File: config.mk
export PLATFORM = sky130hd
export DESIGN_NAME = tm1638_display_scheduler
export DESIGN_NICKNAME = d
export VERILOG_FILES = /design/src/rtl/tm1638_types_pkg.sv /design/src/rtl/tm1638_rr_pick.sv /design/src/rtl/tm1638_display_scheduler.sv
export SDC_FILE = /design/constraint.sdc
export NUM_CORES = 1
export LEC_CHECK = 0
export ABC_AREA = 1
export CORE_ASPECT_RATIO = 1.2
export CORE_MARGIN = 2
export CORE_UTILIZATION = 67
export CTS_CLUSTER_DIAMETER = 120
export DETAILED_ROUTE_END_ITERATION = 8
export PLACE_DENSITY = 0.95
export SLEW_MARGIN = 20
export SYNTH_ARGS = -nofsm -noshare
export SYNTH_HDL_FRONTEND = slang
export SYNTH_SLANG_ARGS = --single-unit
File: constraint.sdc
create_clock -name clk -period 7 [get_ports clk]
set_input_delay 1.4 -clock clk [delete_from_list [all_inputs] [get_ports clk]]
set_output_delay 1.4 -clock clk [all_outputs]
set_load 0.005 [all_outputs]
File: src/rtl/tm1638_types_pkg.sv
// ----------------------------------------------------------------------------
// tm1638_types
// Shared definitions for the TM1638 display scheduler:
//   - bit offsets of the 18-bit command word
//     {dir[17], has_data[16], data[15:8], cmd_type[7:6], args[5:0]}
//   - the fixed-address data command sent first after reset
//   - scheduler state encoding
//   - word builders (every command word is produced through make_*)
//   - round-robin find-first over the 16 dirty flags
// ----------------------------------------------------------------------------
package tm1638_types;

   localparam int WORD_W       = 18;
   localparam int DIR_BIT      = 17;
   localparam int HAS_DATA_BIT = 16;
   localparam int DATA_LSB     = 8;
   localparam int TYPE_LSB     = 6;
   localparam int ARGS_LSB     = 0;
   localparam int NUM_REGS     = 16;

   localparam logic [1:0] TYPE_DATA = 2'b01;
   localparam logic [1:0] TYPE_CTRL = 2'b10;
   localparam logic [1:0] TYPE_ADDR = 2'b11;

   // Write direction, normal mode, fixed addressing.
   localparam logic [WORD_W-1:0] DATA_CMD_INIT = 18'h00044;

   typedef enum logic [1:0] {
      ST_INIT_DATA,
      ST_INIT_CTRL,
      ST_IDLE,
      ST_SEND
   } state_e;

   typedef struct packed {
      logic       found;
      logic [3:0] index;
   } rr_pick_t;

   // Data command: args = {00, mode=normal(0), addr=fixed(1), dir=write(0), 0}.
   function automatic logic [WORD_W-1:0] make_data_cmd();
      logic [WORD_W-1:0] w;
      w = '0;
      w[TYPE_LSB +: 2] = TYPE_DATA;
      w[ARGS_LSB +: 6] = 6'b00_0_1_0_0;
      return w;
   endfunction

   // Display control: args = {00, show, brightness}.
   function automatic logic [WORD_W-1:0] make_ctrl_cmd(input logic       show,
                                                       input logic [2:0] brightness);
      logic [WORD_W-1:0] w;
      w = '0;
      w[TYPE_LSB +: 2] = TYPE_CTRL;
      w[ARGS_LSB +: 6] = {2'b00, show, brightness};
      return w;
   endfunction

   // Address set carrying one register's segment data.
   function automatic logic [WORD_W-1:0] make_addr_cmd(input logic [3:0] index,
                                                       input logic [7:0] data);
      logic [WORD_W-1:0] w;
      w = '0;
      w[HAS_DATA_BIT]    = 1'b1;
      w[DATA_LSB +: 8]   = data;
      w[TYPE_LSB +: 2]   = TYPE_ADDR;
      w[ARGS_LSB +: 6]   = {2'b00, index};
      return w;
   endfunction

   // First set bit searching upward from ptr+1, wrapping mod 16. The last
   // candidate (i=16) is ptr itself, so a lone dirty entry at ptr is found.
   function automatic rr_pick_t rr_next_dirty(input logic [NUM_REGS-1:0] dirty,
                                              input logic [3:0]          ptr);
      rr_pick_t   res;
      logic [3:0] cand;
      res = '0;
      for (int i = 1; i <= NUM_REGS; i++) begin
         cand = ptr + 4'(i);
         if (!res.found && dirty[cand]) begin
            res.found = 1'b1;
            res.index = cand;
         end
      end
      return res;
   endfunction

endpackage

File: src/rtl/tm1638_rr_pick.sv
// ----------------------------------------------------------------------------
// tm1638_rr_pick
// Combinational 16-entry round-robin find-first.
//   dirty_i  : per-register dirty flags
//   ptr_i    : index of the register sent last
//   found_o  : at least one flag set
//   index_o  : first set flag after ptr_i (wrapping)
// ----------------------------------------------------------------------------
module tm1638_rr_pick
   import tm1638_types::*;
(
   input  logic [NUM_REGS-1:0] dirty_i,
   input  logic [3:0]          ptr_i,
   output logic                found_o,
   output logic [3:0]          index_o
);

   rr_pick_t pick;

   always_comb begin
      pick = rr_next_dirty(dirty_i, ptr_i);
   end

   assign found_o = pick.found;
   assign index_o = pick.index;

endmodule

File: src/rtl/tm1638_display_scheduler.sv
// ----------------------------------------------------------------------------
// tm1638_display_scheduler
// Keeps a shadow of the 16 TM1638 display registers, tracks which ones have
// changed, and emits command words to the bit-level serialiser.
//   clk, rst_n              : clock, asynchronous active-low reset
//   wr_en/wr_reg/wr_data    : shadow register write port (any time)
//   brightness, show        : requested display control, compared continuously
//   cmd_valid/cmd_word      : command word out, held until cmd_ready
//   cmd_ready               : downstream accept
//   busy                    : init running, word outstanding or work pending
// REFRESH_CYCLES > 0 marks every register dirty once per that many clocks.
// ----------------------------------------------------------------------------
module tm1638_display_scheduler
   import tm1638_types::*;
#(
   parameter int REFRESH_CYCLES = 0
)
(
   input  logic              clk,
   input  logic              rst_n,
   input  logic              wr_en,
   input  logic [3:0]        wr_reg,
   input  logic [7:0]        wr_data,
   input  logic [2:0]        brightness,
   input  logic              show,
   output logic              cmd_valid,
   output logic [WORD_W-1:0] cmd_word,
   input  logic              cmd_ready,
   output logic              busy
);

   state_e              state_q;
   logic                cmd_valid_q;
   logic [WORD_W-1:0]   cmd_word_q;
   logic [3:0]          ctrl_sent_q;      // {show, brightness} last accepted
   logic [3:0]          rr_ptr_q;
   logic [3:0]          send_idx_q;
   logic                send_is_addr_q;
   logic [NUM_REGS-1:0] dirty_q, dirty_d;
   logic                stale_q, stale_d; // sent index rewritten after its word was frozen
   logic [7:0]          shadow_q [NUM_REGS];

   logic       handshake;
   logic       ctrl_pending;
   logic       pick_found;
   logic [3:0] pick_index;
   logic       load_ctrl;
   logic       load_addr;
   logic       addr_done;
   logic       refresh_wrap;

   assign handshake    = cmd_valid_q && cmd_ready;
   assign ctrl_pending = ({show, brightness} != ctrl_sent_q);
   assign load_ctrl    = (state_q == ST_IDLE) && ctrl_pending;
   assign load_addr    = (state_q == ST_IDLE) && !ctrl_pending && pick_found;
   assign addr_done    = (state_q == ST_SEND) && handshake && send_is_addr_q;

   tm1638_rr_pick u_rr_pick (
      .dirty_i (dirty_q),
      .ptr_i   (rr_ptr_q),
      .found_o (pick_found),
      .index_o (pick_index)
   );

   // ------------------------------------------------------------------ refresh
   generate
      if (REFRESH_CYCLES > 0) begin : gen_refresh
         localparam int CW = (REFRESH_CYCLES > 1) ? $clog2(REFRESH_CYCLES) : 1;
         logic [CW-1:0] refresh_cnt_q;
         logic          running;

         assign running      = (state_q == ST_IDLE) || (state_q == ST_SEND);
         assign refresh_wrap = running && (refresh_cnt_q == CW'(REFRESH_CYCLES - 1));

         always_ff @(posedge clk or negedge rst_n) begin
            if (!rst_n) begin
               refresh_cnt_q <= '0;
            end else if (running) begin
               refresh_cnt_q <= refresh_wrap ? '0 : refresh_cnt_q + 1'b1;
            end
         end
      end else begin : gen_no_refresh
         assign refresh_wrap = 1'b0;
      end
   endgenerate

   // ------------------------------------------------------------ shadow regs
   always_ff @(posedge clk or negedge rst_n) begin
      if (!rst_n) begin
         for (int i = 0; i < NUM_REGS; i++) begin
            shadow_q[i] <= 8'h00;
         end
      end else if (wr_en) begin
         shadow_q[wr_reg] <= wr_data;
      end
   end

   // ------------------------------------------------------------ dirty flags
   // Order matters: the handshake clear is overridden by a write, and a
   // refresh overrides everything.
   always_comb begin
      dirty_d = dirty_q;
      if (addr_done && !stale_q) begin
         dirty_d[send_idx_q] = 1'b0;
      end
      if (wr_en) begin
         dirty_d[wr_reg] = 1'b1;
      end
      if (refresh_wrap) begin
         dirty_d = '1;
      end
   end

   // A write landing on the selected index in the load cycle, or at any time
   // while its word waits, must keep the entry dirty past the handshake.
   always_comb begin
      stale_d = stale_q;
      if (load_addr) begin
         stale_d = wr_en && (wr_reg == pick_index);
      end else if ((state_q == ST_SEND) && wr_en && (wr_reg == send_idx_q)) begin
         stale_d = 1'b1;
      end
   end

   always_ff @(posedge clk or negedge rst_n) begin
      if (!rst_n) begin
         dirty_q <= '1;
         stale_q <= 1'b0;
      end else begin
         dirty_q <= dirty_d;
         stale_q <= stale_d;
      end
   end

   // ---------------------------------------------------------------- FSM
   always_ff @(posedge clk or negedge rst_n) begin
      if (!rst_n) begin
         state_q        <= ST_INIT_DATA;
         cmd_valid_q    <= 1'b0;
         cmd_word_q     <= '0;
         ctrl_sent_q    <= '0;
         rr_ptr_q       <= 4'hF;
         send_idx_q     <= '0;
         send_is_addr_q <= 1'b0;
      end else begin
         case (state_q)
            ST_INIT_DATA: begin
               if (!cmd_valid_q) begin
                  cmd_valid_q <= 1'b1;
                  cmd_word_q  <= make_data_cmd();
               end else if (cmd_ready) begin
                  cmd_valid_q <= 1'b0;
                  state_q     <= ST_INIT_CTRL;
               end
            end
            ST_INIT_CTRL: begin
               if (!cmd_valid_q) begin
                  cmd_valid_q    <= 1'b1;
                  cmd_word_q     <= make_ctrl_cmd(show, brightness);
                  send_is_addr_q <= 1'b0;
               end else if (cmd_ready) begin
                  cmd_valid_q <= 1'b0;
                  ctrl_sent_q <= cmd_word_q[ARGS_LSB +: 4];
                  state_q     <= ST_IDLE;
               end
            end
            ST_IDLE: begin
               if (load_ctrl) begin
                  cmd_valid_q    <= 1'b1;
                  cmd_word_q     <= make_ctrl_cmd(show, brightness);
                  send_is_addr_q <= 1'b0;
                  state_q        <= ST_SEND;
               end else if (load_addr) begin
                  cmd_valid_q    <= 1'b1;
                  cmd_word_q     <= make_addr_cmd(pick_index, shadow_q[pick_index]);
                  send_is_addr_q <= 1'b1;
                  send_idx_q     <= pick_index;
                  rr_ptr_q       <= pick_index;
                  state_q        <= ST_SEND;
               end
            end
            ST_SEND: begin
               if (handshake) begin
                  cmd_valid_q <= 1'b0;
                  state_q     <= ST_IDLE;
                  if (!send_is_addr_q) begin
                     ctrl_sent_q <= cmd_word_q[ARGS_LSB +: 4];
                  end
               end
            end
            default: begin
               state_q <= ST_INIT_DATA;
            end
         endcase
      end
   end

   assign cmd_valid = cmd_valid_q;
   assign cmd_word  = cmd_word_q;
   assign busy      = (state_q != ST_IDLE) || ctrl_pending || (dirty_q != '0);

endmodule
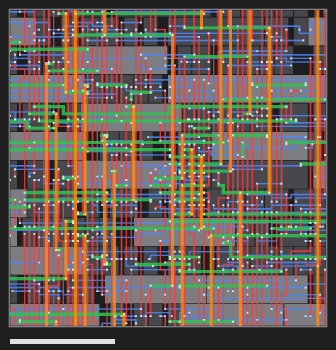
*Layout detail, run 1*
Bar = 10 um. Window x 43 to 73, y 55 to 85 um. Cells in grey, sequential cells in the stronger grey; small squares are vias.
- green: metal 3
- orange: metal 4
- red: metal 2
- blue: metal 1
- netlist names of flops here include: dirty_q (9), shadow_q (4)
- cells with their middle in the window: 98
- most frequent: nand2_1 (35), nand3_1 (12), o21ai_0 (11)
- sequential cells in the window: 14

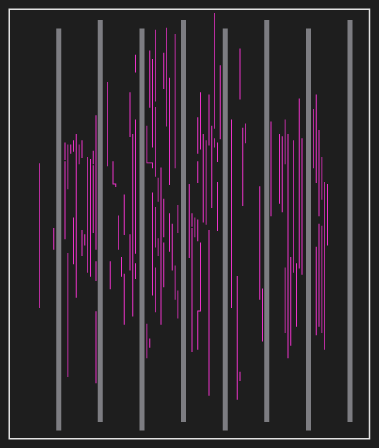
*Signal wires on met4, run 1*
Supply wires on this layer in grey.
- longest straight run: 72.8 um
- wire length on this layer: 2320 um

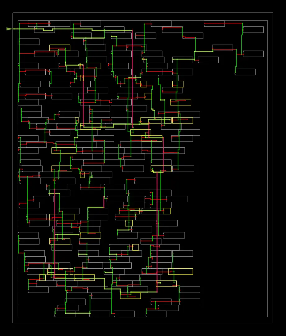
*The clock network, run 1*
Clock Latency Late Sink: 0.44 ns
clock buffers: 21
clk_skew: 0.0143 ns
flop count: 176

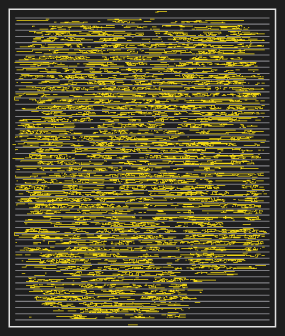
*Metal 1, run 1*
Supply wires on this layer in grey.
- longest straight run: 28.5 um
- share of all routed wire: 34%
- main direction: horizontal
- wire length on this layer: 11000 um

==> flow_summary.yaml, run 1 <==
# physical design summary
run_status:
  status: "finished clean"
synth:
  ys_area_um2: 10300
  ys_ff: 176
  postSynthSeqShare_pct: 43.2
  async_flop_share_pct: 100
  synthFlopType: "dfrtp_1"
  synth_stat.cells: 1425
  syn_inst: 1425
  ys_warn_count: 0
  ys_types: 50
  edf_count: 0
  postSynthAreaPerCell_um2: 7.20
  syn_area_um2: 10300
layout:
  nets: 1455
  drive_gt1_share_pct: 6.69
  final_cell_mix: "nand2_1 (528), nand3_1 (176), o21ai_0 (164)"
  fin_cells: 1640
  layout.cells.most_common: "nand2_1"
  final_util_pct: 74.8
  diodes: 0
  area_delta_synth_final_pct: 9.13
flow_run:
  maxCapViolations: 0
  warning_count: 35
placed_design:
  place_ws_ns: 1.22
  place.gp.congestion: 1.03
  io_buffers: 36
  dp.cells: 1608
  hpwl_um: 20300
drt:
  via_per_inst: 6.31
  first_pass_iters: 7
  wirelength_um: 32100
  via_count: 10400
  antenna_left: 0
  post-route-drc-count: 0
  wl_per_cell_um: 19.6
  drt_iter0_drc: 1306
sta:
  finalClockPeriodUsage_pct: 90.6
  fmax_mhz: 158
  setup_violations: 0
  rsz0062_at_grt: "false"
  drv_slew: 0
  hold_viol_final: 0
  worst_slack_ns: 0.661
  setup_tns_ns: 0
  tightest_slew_ns: 1.01
  fin_crit_ns: 6.34
  slew_headroom_pct: 32.7
clocking:
  cts_inserted_buffers: 17
  clk_path_buf_depth: 2
  post-cts-setup-buffers: 0
  htreeDepth: 4
  numClockSinks: 176
  clk_pin_slew_ns: 0.06
  ctsHoldBuffers: 0
  cts_tree: "yes"
  cts_resized: 0
  root_buffer: "clkbuf_16"
floorplan:
  die_h_um: 140
  die_x_um: 117
  core_um2: 15000
  fp-utilization_pct: 68.6
  chipArea_um2: 16300
  pin_count: 40
  rows: 49
worst_setup_path:
  cp_slowest_cell: "dfstp_2"
  worstSetupPathType: "register to output pin"
  cp_max_fo: 18
  cp_data_arrival_time_ns: 4.94
  required_ns: 5.60
  slowest_delay_ns: 0.78
  cp_common_cell: "inv_1"
  end_kind: "output pin"
  start_kind: "register"
  path_cells: "inv_1 -> ha_1 -> inv_1 -> nand3_1 -> nand3_1 -> nand2_1 -> nand2_1 -> nand2_4 -> inv_2 -> nand4_2 -> nor2_2 -> nand4_1 -> nor2_2 -> nand4_2 -> nor2_4 -> nand4_1 -> nor2_1 -> inv_1 -> clkdlybuf4s50_1"
global_route:
  grt_pass1_vias: 10200
  track_usage_pct: 41.2
  grt_max_degree: 91
  grt_pass1_wl_um: 51500
  antenna_found_initial: 0
  grt-ovfl-total: 0
min_path:
  hold_class: "register to register"
[run 1: per-layer routing]
| layer | part of all wire [%] | wire [um] | GRT usage (%) | vias up |
|---|---|---|---|---|
| met4 | 7.2 | 2320 | 29.2 | 0 |
| met3 | 9.5 | 3030 | 8.84 | 229 |
| met2 | 49 | 15700 | 65.5 | 760 |
| met1 | 34 | 11000 | 49.0 | 4780 |
| li1 | - | - | - | 4584 |
| met5 | 0 | 0 | 0 | - |
[run 1: final timing paths]
check,start,endpoint,slack (ns),cells past startpoint
min reg2reg,shadow_q[7],shadow_q[7],0.48,2
max in group asynchronous,rst_n,shadow_q[77],4.73,2
min,shadow_q[7],shadow_q[7],0.48,2
min in group asynchronous,rst_n,shadow_q[27],1.02,1
max reg2reg,rr_ptr_q[1],cmd_word[10],1.33,26
max,rr_ptr_q[1],busy,0.66,19
[run 1: cell type report]
class                           count  area (um2)
Tap cell                          204         255
Sequential cell                   176        4430
Inverter                          140         527
Clock inverter                     11         153
Timing Repair Buffer               41         403
Clock buffer                       21         450
Multi-Input combinational cell   1047        4970
Fill cell                        1075        3770
[run 1: sequential cells by signal, indices dropped and copies added, names as in the netlist]
| register | cells |
|---|---|
| shadow_q | 128 |
| dirty_q | 16 |
| cmd_word | 15 |
| ctrl_sent_q | 4 |
| rr_ptr_q | 4 |
| send_idx_q | 4 |
| state_q | 2 |
| cmd_valid | 1 |
| send_is_addr_q | 1 |
| stale_q | 1 |
[run 1: critical path, delay by kind of cell, from the launching register on]
| family | cells | cell delay, ns |
|---|---|---|
| fa+ha+maj | 1 | 0.61 |
| buf+inv | 5 | 1.35 |
| flops | 1 | 0.78 |
| simple gates | 13 | 1.75 |
[run 1: kinds of logic (layout without fill, tap and decap cells)]
logic type,Yosys count,count (layout),share of synthesized area [%]
and+or+nand+nor,804,804,34.2
xor gates and xnor gates,13,13,1.18
muxes,1,1,0.0976
adders and majority gates,12,12,1.46
buffers and inverters,204,213,8.48
AOI/OAI and AO/OA,214,214,11.3
other,1,3,0.0366
DFF,176,176,43.2
[run 1: synthesized netlist by cell type (all sizes together), types with 3 or more instances]
master,count,area (um2)
nand3b,23,173
nor3,5,25.0
ha,12,150
o21bai,3,37.5
o22ai,3,18.8
inv,138,518
nand3,178,901
nand2,534,2020
o221ai,3,26.3
dfrtp,156,3900
xnor2,5,43.8
a21oi,10,61.3
o31ai,4,30.0
o21a,4,30.0
clkbuf,35,131
nor2,49,255
xor2,8,77.6
o21ai,180,905
buf,29,211
nand4,13,121
dfstp,20,526
[run 1: metrics by stage]
step,hold slack (ns),area [um2]
final,0.478,11200
after global routing,0.503,11200
after CTS,0.480,11200
after global placement,0.456,10600
after floorplan,0.444,10300
after detailed placement,0.464,10600
### Wiring by layer, run 1

Two of the layers only.
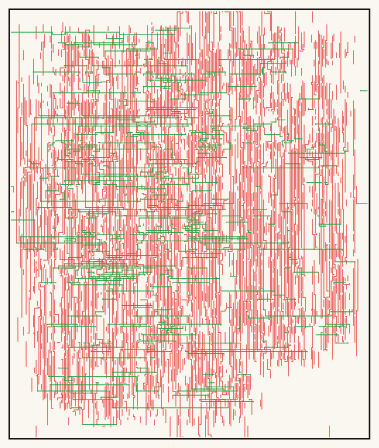

==> run 2, diff against run 1 <==
- CORE_MARGIN: 2 -> unset
- CORE_UTILIZATION: 67 -> 66
- PLACE_DENSITY: 0.95 -> 0.85
- SYNTH_HIERARCHICAL: unset -> 1
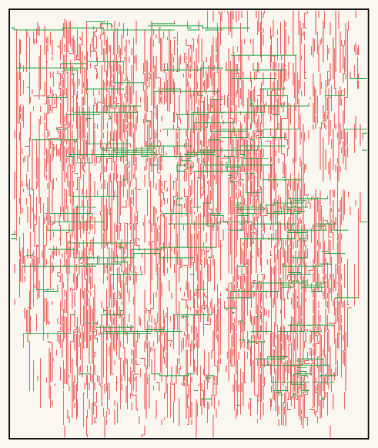
*Wiring by layer, run 2*
Two of the layers only.
- green: metal 3 (wire length 1660 um)
- red: metal 2 (wire length 13400 um)

==> run 2 against run 1 <==
Final area shrank 0.92%; via count down 6.7%; core utilization is 0.99 points lower; worst setup slack improved by 0.58 ns; die size decreased by 2.4%; synthesized cell count is 0.63% lower; hold slack improved by 0.0093 ns; wire length shrank 13%; critical path type is now register to register; highest routed layer unchanged.
==> flow_summary.yaml, run 2 <==
# physical design summary
drt:
  via_count: 9660
  first_pass_iters: 8
  wl_per_cell_um: 17.1
  drt_iter0_drc: 1015
  wirelength_um: 27800
worst_setup_path:
  required_ns: 7.37
  cp_data_arrival_time_ns: 6.13
  worstSetupPathType: "register to register"
  cp_common_cell: "nand2_1"
  start_kind: "register"
  cp_slowest_cell: "dfstp_2"
  crit_cells: 27
  slowest_delay_ns: 0.74
  cp_max_fo: 63
  reg2reg_depth: 27
sta:
  fmax_mhz: 173
  setup_violations: 0
  drv_slew: 0
  rsz0062_at_grt: "false"
placed_design:
  hpwl_um: 18800
  place.gp.congestion: 1.02
  io_buffers: 36
  placed_cell_area_um2: 10500
flow_run:
  maxCapViolations: 0
synth:
  ys_types: 46
  postSynthAreaPerCell_um2: 7.19
  yosysTopAreaCell: "dfrtp_1"
  yosys-top-cells-count: "nand2_1 (488), nand3_1 (197), o21ai_0 (166)"
  syn_inst: 1416
  async_flop_share_pct: 100
  synth_stat.cells: 1416
  edf_count: 0
  synthFlopType: "dfrtp_1"
  synth_top_area_share_pct: 38.4
  ys_ff: 176
  postSynthSeqShare_pct: 43.5
clocking:
  cts_inserted_buffers: 17
  root_buffer: "clkbuf_16"
  ctsHoldBuffers: 0
  cts_tree: "yes"
  cts_resized: 0
  clk_path_buf_depth: 2
floorplan:
  die_h_um: 138
  chipArea_um2: 15900
  pin_count: 40
  fp-utilization_pct: 67.8
  rows: 49
layout:
  area_delta_synth_final_pct: 8.95
  top_register: "shadow_q"
  largest_register_ffs: 128
  fin_area_um2: 11100
  drive_gt1_share_pct: 6.94
  diodes: 0
global_route:
  grt-ovfl-total: 0
  track_usage_pct: 36.8
  grt_max_degree: 110
  grt_pass1_vias: 9089
run_status:
  status: "finished clean"
## run 2: netlist changes by cell type in the layout (fill, tap and decap cells not counted), moves of 7 or more
cell,previous run,this run
nand4_1,8,20
nand3_1,176,197
o21ai_1,15,6
nor2_1,36,66
a21oi_1,9,16
nand2_1,528,487
inv_1,129,122
nand3b_1,23,3
## run 2: layer usage
| layer | part of all wire [%] | track usage, % |
|---|---|---|
| met1 | 40 | 46.1 |
| met2 | 48 | 58.1 |
| met3 | 6.0 | 5.39 |
| met4 | 6.4 | 25.9 |
| met5 | 0 | 0 |
## run 2: cells by family (layout without fill, tap and decap cells)
group	after synthesis	count (layout)	synth area share, %
AND-OR/OR-AND	208	208	10.7
AND/OR/NAND/NOR	810	810	35.0
other	1	3	0.0368
flip-flops	176	176	43.5
buffers and inverters	199	207	8.33
adder cells (fa/ha/maj)	12	12	1.48
XOR/XNOR	10	10	0.934
## run 2: stage by stage
stage | utilization (%) | instances | hold slack (ns)
after detailed placement | 69.9 | 1598 | 0.466
final | 73.8 | 1630 | 0.487
after floorplan | - | 1418 | 0.445
after global routing | 73.8 | 1630 | 0.499
after global placement | 69.9 | 1598 | 0.459
after CTS | 73.8 | 1630 | 0.484
## run 2: final timing paths
kind                                  end          from  slack (ns)
setup / recovery             cmd_word[11]   rr_ptr_q[1]        1.24
hold / removal               shadow_q[91]  shadow_q[91]        0.49
setup reg to reg             cmd_word[11]   rr_ptr_q[1]        1.24
hold reg to reg              shadow_q[91]  shadow_q[91]        0.49
max in group asynchronous    shadow_q[62]         rst_n        4.50
min in group asynchronous  ctrl_sent_q[2]         rst_n        1.06
## run 2: worst reg2reg max path, cell delays in order (launching register included)
cell,delay [ns]
dfstp_2,0.74
inv_1,0.35
ha_1,0.57
inv_2,0.28
nand3_1,0.14
nand3_1,0.11
nand2_1,0.10
nand2_2,0.11
nand2_2,0.11
nor2_8,0.20
nand4_4,0.11
nor2_4,0.16
nand4_4,0.12
nor3_4,0.23
nand3_2,0.16
nor2_4,0.15
nand2_1,0.07
nand2_1,0.08
nand2_1,0.06
nand2_2,0.09
clkinv_2,0.69
nand2_1,0.33
nand3_1,0.11
nand3_1,0.12
nand3_1,0.16
nand2_1,0.12
nand2_1,0.05
o21ai_0,0.14
## run 2: final cells by class
| cell class | count | area share (%) |
|---|---|---|
| multi-input cells | 1043 | 44.3 |
| well taps | 204 | 2.30 |
| inverters | 134 | 4.59 |
| clock inverters | 15 | 1.44 |
| clock buffers | 17 | 3.84 |
| repair buffers | 41 | 3.60 |
| flip-flops and latches | 176 | 39.9 |
### Metal 1, run 2

Supply wires on this layer in grey.
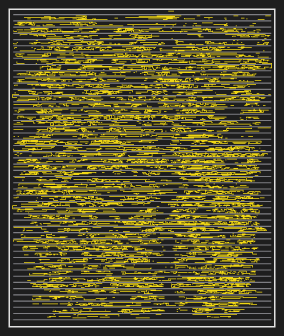

==> run 3, diff against run 2 <==
- CORE_UTILIZATION: 66 -> 56
- PLACE_DENSITY: 0.85 -> 0.77
- clock period: 7 -> 4.9 ns (I/O delays scaled with it)
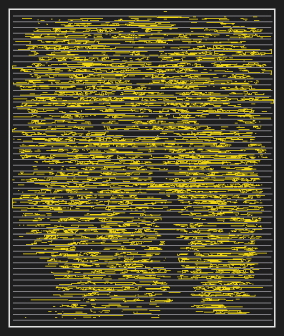
*Metal 1, run 3*
Supply wires on this layer in grey.
- share of all routed wire: 41%
- longest straight run: 33.1 um
- main direction: horizontal

==> run 3 against run 2 <==
Hold slack worse by 0.0044 ns; register-to-register slack lost 0.87 ns; final area grew 1.7%; final cell count grew 1.9%; wire length grew 4.1%; die size up 18%.
==> flow_summary.yaml, run 3 <==
# physical design summary
run_status:
  status: "finished clean"
global_route:
  use_met2_pct: 54.9
  gr-usage-met1_pct: 39.4
  grt-busiest-layer: "met2"
  track_usage_pct: 32.1
  grt_pass1_vias: 8945
  antenna_found_initial: 0
  grt_pass1_wl_um: 46500
  grt_use_met3_pct: 4.18
  grt_max_degree: 110
synth:
  synth_top_cell_by_count: "nand2_1"
  edf_count: 0
  postSynthSeqShare_pct: 43.5
  syn_area_um2: 10200
  synthFlopType: "dfrtp_1"
  synth_top_area_share_pct: 38.4
  ys_area_um2: 10200
  ys_ff: 176
  postSynthAreaPerCell_um2: 7.19
  ys_top_cells_by_area: "dfrtp_1 (38%), nand2_1 (18%), nand3_1 (9.7%)"
  ys_types: 46
  synth_stat.cells: 1416
worst_setup_path:
  start_kind: "register"
  path_buffers: 4
  cp_slowest_cell: "dfstp_4"
  cp_data_arrival_time_ns: 4.89
  cp_top_family: "simple AND/OR/NAND/NOR gates"
  rrSetupSlack_ns: 0.36
  cp_common_cell: "nand2_1"
  worstSetupPathType: "register to register"
  slowest_delay_ns: 0.73
  cp_max_fo: 25
  required_ns: 5.25
drt:
  drt_iter0_drc: 980
  antenna_left: 0
  via_count: 9610
  first_pass_iters: 7
  wirelength_um: 29000
  wl_per_cell_um: 17.4
  post-route-drc-count: 0
floorplan:
  fp-utilization_pct: 57.7
  rows: 53
  pin_count: 40
  chipArea_um2: 18700
  die_h_um: 150
layout:
  layout.cells.most_common: "nand2_1"
  final_cell_mix: "nand2_1 (487), nand3_1 (197), o21ai_0 (166)"
  top_register: "shadow_q"
  area_delta_synth_final_pct: 10.9
  drive_gt1_share_pct: 8.05
placed_design:
  place.gp.congestion: 0.946
  hpwl_um: 20300
  io_buffers: 36
clocking:
  root_buffer: "clkbuf_16"
  post-cts-setup-buffers: 0
  numClockSinks: 176
  cts_inserted_buffers: 17
  htreeDepth: 4
  clk_pin_slew_ns: 0.07
  clk_path_buf_depth: 2
sta:
  finalClockPeriodUsage_pct: 92.6
  fin_crit_ns: 4.54
  drv_slew: 0
  setup_tns_ns: 0
  setup_violations: 0
  finClkSkew_ns: 0.00950
  tightest_slew_ns: 1.02
  hold_viol_final: 0
  rsz0062_at_grt: "false"
flow_run:
  maxCapViolations: 0
  warning_count: 37
min_path:
  hold_class: "register to register"
run 3: path summary, 6_finish.rpt:
check / from / end / cells after the start
max in group asynchronous: rst_n / dirty_q[12] / 2
worst min-delay path: shadow_q[90] / shadow_q[90] / 2
worst max-delay path: rr_ptr_q[2] / cmd_word[15] / 28
worst min register to register: shadow_q[90] / shadow_q[90] / 2
min in group asynchronous: rst_n / shadow_q[2] / 1
worst max register to register: rr_ptr_q[2] / cmd_word[15] / 28
run 3: routing by layer:
| layer | routed length, um | up-vias |
|---|---|---|
| li1 | - | 4617 |
| met2 | 14200 | 365 |
| met1 | 11800 | 4533 |
| met4 | 1410 | 0 |
| met5 | 0 | - |
| met3 | 1580 | 95 |
run 3: layout make-up:
cell class,instances,area [um2]
well taps,220,275
multi-input cells,1043,4920
clock inverters,15,140
clock buffers,17,425
flip-flops and latches,176,4430
fillers,1561,6360
repair buffers,56,582
inverters,134,510
run 3: timing repair:
item | CTS | global route
resized | 0 | 6
endpoints found under the setup margin | 0 | 9
hold buffers | 0 | 0
run 3: kinds of logic after synthesis:
| group | Yosys count | synth area share, % |
|---|---|---|
| AOI/OAI and AO/OA | 208 | 10.7 |
| adders and majority gates | 12 | 1.48 |
| xor gates and xnor gates | 10 | 0.934 |
| buffers and inverters | 199 | 8.33 |
| DFF | 176 | 43.5 |
| and+or+nand+nor | 810 | 35.0 |
| other | 1 | 0.0368 |
run 3: metrics by stage:
step                      setup slack, ns  cell area (um2)  utilization (%)  hold slack (ns)  std cells
after CTS                           0.117            11300             63.9            0.483       1661
final                               0.361            11300             64.0            0.482       1661
after floorplan                     0.845            10200                -            0.445       1418
after detailed placement            0.204            10700             60.6            0.465       1629
after global routing               0.0290            11300             64.0            0.500       1661
after global placement              0.152            10700             60.6            0.459       1629
run 3: worst register-to-register path, delay by kind of cell, from the launching register on:
| family | cells | cell delay, ns |
|---|---|---|
| simple gates | 22 | 2.34 |
| buf+inv | 4 | 0.75 |
| fa+ha+maj | 1 | 0.45 |
| compound gates | 1 | 0.19 |
| flops | 1 | 0.73 |
